**The clock network**

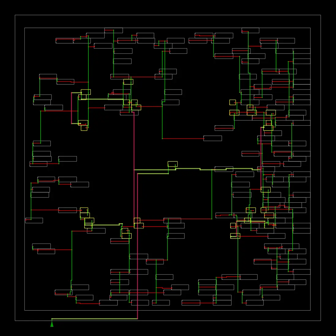
**Signal wires by layer**

Scale: 2 px per um.
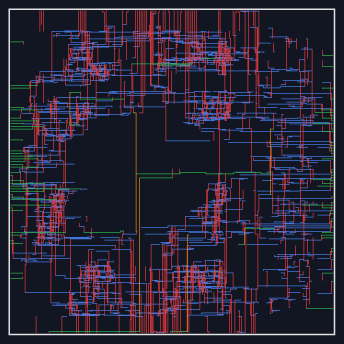
**Where the registers sit**

Scale: 1.5 px per um. Other sequential cells in the stronger grey, the rest of the logic in the fainter grey.
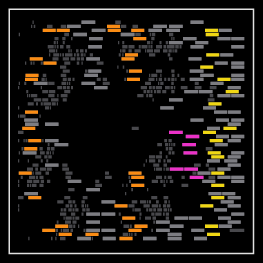
**Port wiring**

Scale: 3 px per um.
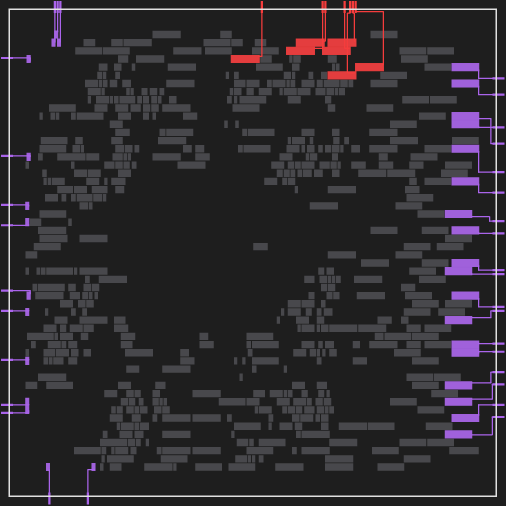
**config.mk**
```make
export PLATFORM = sky130hd
export DESIGN_NAME = csr_io_unit
export DESIGN_NICKNAME = d
export VERILOG_FILES = /design/src/rtl/csr_io_unit.sv
export SDC_FILE = /design/constraint.sdc
export NUM_CORES = 1
export LEC_CHECK = 0
export ABC_CLOCK_PERIOD_IN_PS = 3900
export CORE_MARGIN = 5
export CORE_UTILIZATION = 30
export CTS_BUF_LIST = sky130_fd_sc_hd__clkbuf_2 sky130_fd_sc_hd__clkbuf_4 sky130_fd_sc_hd__clkbuf_8
export DETAILED_ROUTE_END_ITERATION = 7
export DONT_BUFFER_PORTS = 1
export PLACE_DENSITY = 0.42
export RECOVER_POWER = 100
export SLEW_MARGIN = 0
export SYNTH_ARGS = -nofsm -noshare
export SYNTH_HDL_FRONTEND = slang
export SYNTH_SLANG_ARGS = --single-unit
```
**constraint.sdc**
```tcl
create_clock -name clk -period 3.9 [get_ports clk]
set_clock_uncertainty 0.05 [all_clocks]
set_input_delay 0.78 -clock clk [delete_from_list [all_inputs] [get_ports clk]]
set_output_delay 0.78 -clock clk [all_outputs]
set_load 0.02 [all_outputs]
```
**src/rtl/csr_io_unit.sv**
```systemverilog
// CSR I/O responder: io0 display register with seven-segment decode, and synchronized switch readback.
// Define GPIO_DEBOUNCE_EN to insert the switch debounce filter between the synchronizer and sw_stable.
module csr_io_unit #(
  parameter int NUM_SW    = 18,
  parameter int DB_CYCLES = 16'd50000,
  parameter int DB_W      = 16
) (
  input  logic              clk,
  input  logic              rst_n,
  input  logic              GPIO_we,
  input  logic [31:0]       gpio_wdata,
  input  logic [NUM_SW-1:0] SW,
  output logic [31:0]       gpio_rdata,
  output logic [31:0]       io0_out,
  output logic              io0_valid,
  output logic              upd_pulse,
  output logic [6:0]        HEX0,
  output logic [6:0]        HEX1,
  output logic [6:0]        HEX2,
  output logic [6:0]        HEX3,
  output logic [6:0]        HEX4,
  output logic [6:0]        HEX5,
  output logic [6:0]        HEX6,
  output logic [6:0]        HEX7
);

  localparam logic [6:0] SEG_BLANK = 7'b1111111;

  if (NUM_SW < 1 || NUM_SW > 32 || DB_CYCLES < 2 ||
      longint'(DB_CYCLES) >= (longint'(1) << DB_W)) begin : g_bad_cfg
    $error("csr_io_unit: illegal NUM_SW / DB_CYCLES / DB_W combination");
  end

  logic [NUM_SW-1:0] sync1;
  logic [NUM_SW-1:0] sync2;
  logic [NUM_SW-1:0] sw_stable;
  logic [6:0]        hex_q [8];

  function automatic logic [6:0] seg7(input logic [3:0] v);
    logic [6:0] s;
    case (v)
      4'h0:    s = 7'b1000000;
      4'h1:    s = 7'b1111001;
      4'h2:    s = 7'b0100100;
      4'h3:    s = 7'b0110000;
      4'h4:    s = 7'b0011001;
      4'h5:    s = 7'b0010010;
      4'h6:    s = 7'b0000010;
      4'h7:    s = 7'b1111000;
      4'h8:    s = 7'b0000000;
      4'h9:    s = 7'b0010000;
      4'hA:    s = 7'b0001000;
      4'hB:    s = 7'b0000011;
      4'hC:    s = 7'b1000110;
      4'hD:    s = 7'b0100001;
      4'hE:    s = 7'b0000110;
      default: s = 7'b0001110;
    endcase
    return s;
  endfunction

  always_ff @(posedge clk or negedge rst_n) begin
    if (!rst_n) begin
      io0_out   <= '0;
      io0_valid <= 1'b0;
      upd_pulse <= 1'b0;
    end else begin
      upd_pulse <= GPIO_we;
      if (GPIO_we) begin
        io0_out   <= gpio_wdata;
        io0_valid <= 1'b1;
      end
    end
  end

  // Display stays blank until the first write so a reset never shows stale zeros.
  always_ff @(posedge clk or negedge rst_n) begin
    if (!rst_n) begin
      for (int n = 0; n < 8; n++) hex_q[n] <= SEG_BLANK;
    end else begin
      for (int n = 0; n < 8; n++)
        hex_q[n] <= io0_valid ? seg7(io0_out[4*n +: 4]) : SEG_BLANK;
    end
  end

  assign HEX0 = hex_q[0];
  assign HEX1 = hex_q[1];
  assign HEX2 = hex_q[2];
  assign HEX3 = hex_q[3];
  assign HEX4 = hex_q[4];
  assign HEX5 = hex_q[5];
  assign HEX6 = hex_q[6];
  assign HEX7 = hex_q[7];

  always_ff @(posedge clk or negedge rst_n) begin
    if (!rst_n) begin
      sync1 <= '0;
      sync2 <= '0;
    end else begin
      sync1 <= SW;
      sync2 <= sync1;
    end
  end

`ifdef GPIO_DEBOUNCE_EN
  localparam logic [DB_W-1:0] CNT_LAST = DB_W'(DB_CYCLES - 1);

  logic [NUM_SW-1:0] cand;
  logic [DB_W-1:0]   cnt;

  // Whole-vector filter: any new value restarts the hold count.
  always_ff @(posedge clk or negedge rst_n) begin
    if (!rst_n) begin
      cand      <= '0;
      cnt       <= '0;
      sw_stable <= '0;
    end else if (sync2 == sw_stable) begin
      cnt  <= '0;
      cand <= sw_stable;
    end else if (sync2 != cand) begin
      cand <= sync2;
      cnt  <= DB_W'(1);
    end else if (cnt == CNT_LAST) begin
      sw_stable <= cand;
      cnt       <= '0;
    end else begin
      cnt <= cnt + DB_W'(1);
    end
  end
`else
  always_ff @(posedge clk or negedge rst_n) begin
    if (!rst_n) sw_stable <= '0;
    else        sw_stable <= sync2;
  end
`endif

  always_ff @(posedge clk or negedge rst_n) begin
    if (!rst_n) gpio_rdata <= '0;
    else        gpio_rdata <= 32'(sw_stable);
  end

endmodule
```
==> qor.txt <==
Number of H-tree levels: 4
Detailed-route via count: 3,844
Total detailed-routing wirelength: 14.53 mm
Minimum period implied by the final worst setup slack: 2.445 ns
Reg clk slew, reported paths: 0.10 ns
Number of OpenROAD warnings: 76
Data arrival time at the worst-slack endpoint: 1.62 ns
Post-Route Setup TNS: 0 ns
Async set-or-reset flop fraction in the synthesized netlist: 1.000
Seq/Total Area, Yosys: 0.5961
Vias in the first global route: 3,866
Internal reg-to-reg setup slack: 1.72 ns
Number of maximum-capacitance violations: 0
Post-placement cell count: 798
Iteration count of the initial detailed-routing pass: 4
Critical path class: flip-flop to output pin
Ratio of routed vias to standard cells: 4.626
Hold-fix buffer count after cts: 1
Proportion of power drawn by combinational gates: 0.092
Number of cells in the finished layout apart from fillers: 831
Std-Cell Rows: 55
Critical R2R Launch: io0_valid$_DFFE_PN0P_
Final layout net count: 642
Final-report hold violation count: 0
Area of the core region: 22,640 um2
Design Power: 0.003746 W
Post-route clock period utilization: 0.6270
Boundary pin count: 175
Clk root buf: sky130_fd_sc_hd__clkbuf_8
Clock share of power: 0.315
Most used standard cells in the synthesized netlist: sky130_fd_sc_hd__dfrtp_1 (106), sky130_fd_sc_hd__dfstp_2 (56), sky130_fd_sc_hd__ha_1 (56)
Cell count after synthesis: 544
GR Util All Layers: 0.1113
Ys cells: 544
Most used flip-flop cell: sky130_fd_sc_hd__dfrtp_1
Pwr/cell area: 506.1 nW/um2
Outcome: finished, final reports clean
Worst relative slew slack: 0.1803
Setup violation total in the final timing report: 0
Initial standard-cell utilization of the core: 0.3056
-- 'the clock network' (at the start) --
clock network power consumption: 0.00118 W
count of flip-flops and latches: 162
TritonCTS Buffers: 17
clk_lat worst skew: 0.45 ns
number of clock buffer instances in the layout: 19

-- 'signal wires by layer' (at the start) --
- orange: M4 (wire length 242 um)
- blue: M1 (wire length 6,600 um)
- green: M3 (wire length 791 um)
- red: M2 (wire length 6,890 um)

-- 'where the registers sit' (at the start) --
- yellow: `sync2` (flops 18)
- magenta: `HEX1` (flops 7; where east)
- orange: `io0_out` (flops 32)
- not coloured: 105

-- 'port wiring' (at the start) --
- red: `HEX4` (direction output; edge north; end cells 7; buffers 0; wire 118 um)
- purple: `gpio_rdata` (direction output; edge 18 east, 9 west, 3 north, 2 south; end cells 32; buffers 0; wire 265 um)

[cell type report]
class | instances | area, um2 | share of cell area
Tap cell | 285 | 356.6 | 0.04817
Clock inverter | 13 | 118.9 | 0.01606
Sequential cell | 162 | 4124 | 0.5571
Multi-Input combinational cell | 330 | 2436 | 0.3291
Timing Repair Buffer | 2 | 35.03 | 0.004733
Clock buffer | 19 | 255.2 | 0.03448
Inverter | 20 | 76.32 | 0.01031
[power groups by stage]
stage                     clock network, W  registers, W  logic [W]
after floorplan                          0       0.00219   0.000350
after global placement                   0       0.00230   0.000325
after global routing               0.00131       0.00225   0.000399
after detailed placement                 0       0.00230   0.000329
after CTS                          0.00125       0.00227   0.000356
final                              0.00118       0.00222   0.000345
[cell usage in the layout (no fill, tap or decap), drive strengths merged, types with 2 or more instances in the layout]
master	Yosys	layout
o21ai	35	35
mux2	20	20
clkinv	0	4
a21boi	5	5
nor2b	8	8
and2b	2	2
clkinvlp	0	3
nand2	44	44
o311ai	12	12
o211ai	26	26
nand3	18	18
ha	56	56
clkbuf	2	19
dfstp	56	56
nor2	16	16
a211oi	9	9
and2	6	6
buf	43	2
dfrtp	106	106
nand3b	9	9
nand2b	12	12
mux2i	12	12
a21oi	9	9
conb	1	14
inv	20	26
a31oi	9	9
[metrics by stage]
step | hold WS, ns | utilization
floorplan | 0.2812 | -
global placement | 0.2815 | 0.3096
detailed placement | 0.2847 | 0.3096
CTS | 0.06945 | 0.3273
global route | 0.06118 | 0.3269
finish | 0.1299 | 0.3269
[layer usage]
| metal | track usage | vias up | wire length [um] |
|---|---|---|---|
| met3 | 0.03679 | 14 | 791 |
| met1 | 0.1422 | 1903 | 6602 |
| met2 | 0.1758 | 110 | 6891 |
| met4 | 0.04306 | 0 | 242 |
| li1 | - | 1817 | - |
| met5 | 0 | - | 0 |
[cells by family (layout without fill, tap and decap cells)]
family          count (synthesis)  after routing  synth area share
compound gates                110            110            0.1054
fa+ha+maj                      56             56            0.1013
buf+inv                        65             54           0.05824
flops                         162            162            0.5961
mux                            32             32           0.05318
other cells                     1             14         0.0005421
simple gates                  118            118           0.08519
[how the worst max path moves through the flow]
stage,cells past startpoint,slack [ns],from,endpoint
2_1_floorplan,3,2.33,GPIO_we,io0_out[11]$_DFFE_PN0P_
3_3_place_gp,4,2.11,io0_valid$_DFFE_PN0P_,HEX6[3]$_DFF_PN1_
3_5_place_dp,4,2.12,io0_valid$_DFFE_PN0P_,HEX6[0]$_DFF_PN1_
4_1_cts,0,1.72,io0_valid$_DFFE_PN0P_,io0_valid
5_1_grt,0,1.29,io0_valid$_DFFE_PN0P_,io0_valid
6_report,0,1.45,io0_valid$_DFFE_PN0P_,io0_valid
[flip-flops by register name, summed over array words and instances, names as in the netlist]
register	flops
HEX2	7
HEX6	7
sync2	18
HEX1	7
upd_pulse	1
sync1	18
sw_stable	18
HEX7	7
HEX0	7
io0_out	32
HEX4	7
HEX3	7
io0_valid	1
gpio_rdata	18
HEX5	7
Power figures rest on the tool's default switching activity, not on a simulated workload.
